[config.mk]
export PLATFORM = sky130hd
export DESIGN_NAME = mips_wb_select
export DESIGN_NICKNAME = d
export VERILOG_FILES = /design/src/rtl/mips_wb_select.sv
export SDC_FILE = /design/constraint.sdc
export NUM_CORES = 1
export LEC_CHECK = 0
export CAP_MARGIN = 20
export CORE_MARGIN = 4
export CORE_UTILIZATION = 35
export DETAILED_ROUTE_END_ITERATION = 6
export GPL_TIMING_DRIVEN = 0
export MAX_ROUTING_LAYER = met4
export PLACE_DENSITY_LB_ADDON = 0.1
export SYNTH_ARGS = -nofsm -noshare
export SYNTH_HDL_FRONTEND = slang
export SYNTH_SLANG_ARGS = --single-unit
[constraint.sdc]
create_clock -name i_clk -period 4.6 [get_ports i_clk]
set_clock_uncertainty 0.1 [all_clocks]
set_input_delay 0.92 -clock i_clk [delete_from_list [all_inputs] [get_ports i_clk]]
set_output_delay 0.92 -clock i_clk [all_outputs]
set_load 0.05 [all_outputs]
[src/rtl/mips_wb_select.sv]
// MEM/WB writeback-select stage: picks ALU, extracted load, LUI or link data
// and holds it in a stall/flush-aware pipeline register.
module mips_wb_select #(
    parameter int NBITS      = 32,
    parameter int NREG_BITS  = 5,
    localparam int NLANE_BITS = $clog2(NBITS / 8)
) (
    input  logic                  i_clk,
    input  logic                  i_reset,
    input  logic                  i_valid,
    input  logic                  i_stall,
    input  logic                  i_flush,
    input  logic [1:0]            i_wb_sel,
    input  logic [1:0]            i_load_size,
    input  logic                  i_load_unsigned,
    input  logic [NLANE_BITS-1:0] i_addr_lo,
    input  logic [NBITS-1:0]      i_mem_data,
    input  logic [NBITS-1:0]      i_alu_result,
    input  logic [15:0]           i_imm16,
    input  logic [NBITS-1:0]      i_pc_plus8,
    input  logic [NREG_BITS-1:0]  i_rd,
    input  logic                  i_reg_write,
    output logic [NBITS-1:0]      o_wb_data,
    output logic [NREG_BITS-1:0]  o_wb_reg,
    output logic                  o_wb_en,
    output logic                  o_valid,
    output logic                  o_misaligned
);

    function automatic logic [NBITS-1:0] f_ext8(input logic [7:0] v, input logic uns);
        f_ext8 = {{(NBITS-8){~uns & v[7]}}, v};
    endfunction

    function automatic logic [NBITS-1:0] f_ext16(input logic [15:0] v, input logic uns);
        f_ext16 = {{(NBITS-16){~uns & v[15]}}, v};
    endfunction

    logic [NLANE_BITS-2:0] w_half_lane;
    logic [7:0]            w_byte;
    logic [15:0]           w_half;
    logic [NBITS-1:0]      w_load_data;
    logic [NBITS-1:0]      w_lui_data;
    logic                  w_misaligned;
    logic [NBITS-1:0]      w_next_data;
    logic                  w_wb_en;

    logic [NBITS-1:0]      r_wb_data;
    logic [NREG_BITS-1:0]  r_wb_reg;
    logic                  r_wb_en;
    logic                  r_valid;
    logic                  r_misaligned;

    assign w_half_lane = i_addr_lo[NLANE_BITS-1:1];
    assign w_byte      = i_mem_data[{i_addr_lo, 3'b000} +: 8];
    assign w_half      = i_mem_data[{w_half_lane, 4'b0000} +: 16];
    // Sign-extending the immediate first and then shifting keeps bit 31 replicated above 32 bits.
    assign w_lui_data  = f_ext16(i_imm16, 1'b0) << 16;

    // Load lane extraction and alignment check
    always_comb begin
        w_load_data  = i_mem_data;
        w_misaligned = 1'b0;
        case (i_load_size)
            2'd0: begin
                w_load_data  = f_ext8(w_byte, i_load_unsigned);
                w_misaligned = 1'b0;
            end
            2'd1: begin
                w_load_data  = f_ext16(w_half, i_load_unsigned);
                w_misaligned = i_addr_lo[0];
            end
            default: begin
                w_load_data  = i_mem_data;
                w_misaligned = |i_addr_lo;
            end
        endcase
        if (i_wb_sel != 2'd1) begin
            w_misaligned = 1'b0;
        end else begin
            w_misaligned = w_misaligned;
        end
    end

    // Writeback source select
    always_comb begin
        w_next_data = i_alu_result;
        case (i_wb_sel)
            2'd0:    w_next_data = i_alu_result;
            2'd1:    w_next_data = w_misaligned ? {NBITS{1'b0}} : w_load_data;
            2'd2:    w_next_data = w_lui_data;
            2'd3:    w_next_data = i_pc_plus8;
            default: w_next_data = i_alu_result;
        endcase
    end

    assign w_wb_en = i_valid & i_reg_write & (i_rd != {NREG_BITS{1'b0}}) & ~w_misaligned;

    // Pipeline register: reset and flush load a bubble, stall holds
    always_ff @(posedge i_clk) begin
        if (!i_reset || i_flush) begin
            r_wb_data    <= {NBITS{1'b0}};
            r_wb_reg     <= {NREG_BITS{1'b0}};
            r_wb_en      <= 1'b0;
            r_valid      <= 1'b0;
            r_misaligned <= 1'b0;
        end else if (!i_stall) begin
            r_wb_data    <= w_next_data;
            r_wb_reg     <= i_rd;
            r_wb_en      <= w_wb_en;
            r_valid      <= i_valid;
            r_misaligned <= i_valid & w_misaligned;
        end
    end

    assign o_wb_data    = r_wb_data;
    assign o_wb_reg     = r_wb_reg;
    assign o_wb_en      = r_wb_en;
    assign o_valid      = r_valid;
    assign o_misaligned = r_misaligned;

endmodule

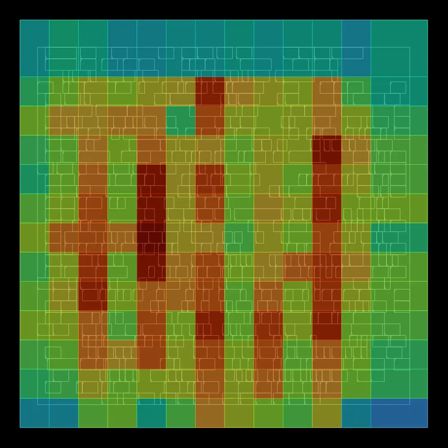
Fig. 1. Track usage over the die.
Top Usage Layer GRT: met2
GRT Overall Usage: 0.2562

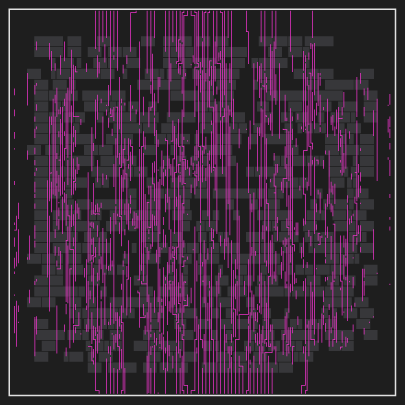
Fig. 2. Met2 routing.
(4 px per µm) Cells faint in the background.
longest straight run: 47.3 µm
wire length on this layer: 5400 µm
final WL: 11630 µm
vias: 3526
grt met2 use: 0.4123

==> run notes <==
yosys + openroad results -> Yosys warning count 0, peak supply drop 0.0001179 V, Worst Tran Pin Value 613.9 ps, Worst-path clk slew 80 ps, Crit path max-delay family buffers and inverters, DRC Markers 0, Finished Cell Area 4644 µm², RSZ-0062 raised after global routing no, met1 Use GR 0.3240, Top cell area share 0.2941, Util after Layout 0.6269, reg-to-reg endpoint o_wb_data[30]$_SDFFE_PP0N_, GP Congestion 0.9547, final period utilization 0.6214, PostCTS Resize Cnt 0, Worst Setup EP o_wb_data[29]$_SDFFE_PP0N_, core area 7408 µm², Crit Path Category in2reg, Hold Startpoint o_wb_data[23]$_SDFFE_PP0N_, Tmin final 2858 ps, Die Span X 96.20 µm, top cells, area dfxtp_1 29%, o221ai_1 7.4%, nand2_1 7.0%, a21oi_1 6.8%, o21ai_0 6.1%, Yosys top cell by area dfxtp_1, Placement Rows 31, Mean Syn Cell Area 7.203 µm², Slowest-stage cell, CP clkdlybuf4s50_1, Layout Area Growth over Synthesis 70.59%, status finished, final reports clean, Vias/cell 5.408, global route total overflow 0, Synth Area in Compound Gates 0.3465, Top logic family AND-OR/OR-AND gates, DPL Wire Length 9372 µm, Top cells excl fill/tap 167 x clkdlybuf4s50_1, 51 x nand2_1, 40 x dfxtp_1, post-route setup slack 1742 ps, initial detailed-routing violation count 252, maxcap violations 0, number of enable flip-flop cells 0, CP cell instances clkdlybuf4s50_1 -> mux2_2 -> a222oi_1 -> o21ai_2 -> buf_6 -> a31oi_1 -> o21ai_1, die area 9254 µm²
## worst register-to-register path: stages, from the launching register on
cell	delay, ps
dfxtp_1	370
o221ai_1	120
o21ai_1	170
## area by class of cell
| type | count | area, µm² | share of cell area |
|---|---|---|---|
| buffer | 34 | 147.6 | 0.03179 |
| clock buffer | 7 | 96.34 | 0.02074 |
| clock inverter | 1 | 30.03 | 0.006466 |
| inverter | 2 | 7.507 | 0.001616 |
| multi-input combinational | 302 | 1767 | 0.3804 |
| sequential | 40 | 800.8 | 0.1724 |
| tap | 99 | 123.9 | 0.02667 |
| timing repair buffer | 167 | 1672 | 0.3599 |
## power breakdown
part	switching (mW)	total (mW)	leakage [nW]	internal, mW
registers	0.00854	0.369	0.326	0.360
logic	0.181	0.357	1.25	0.176
clock network	0.130	0.321	0.0645	0.192
Power is estimated from default activity; no workload was simulated.
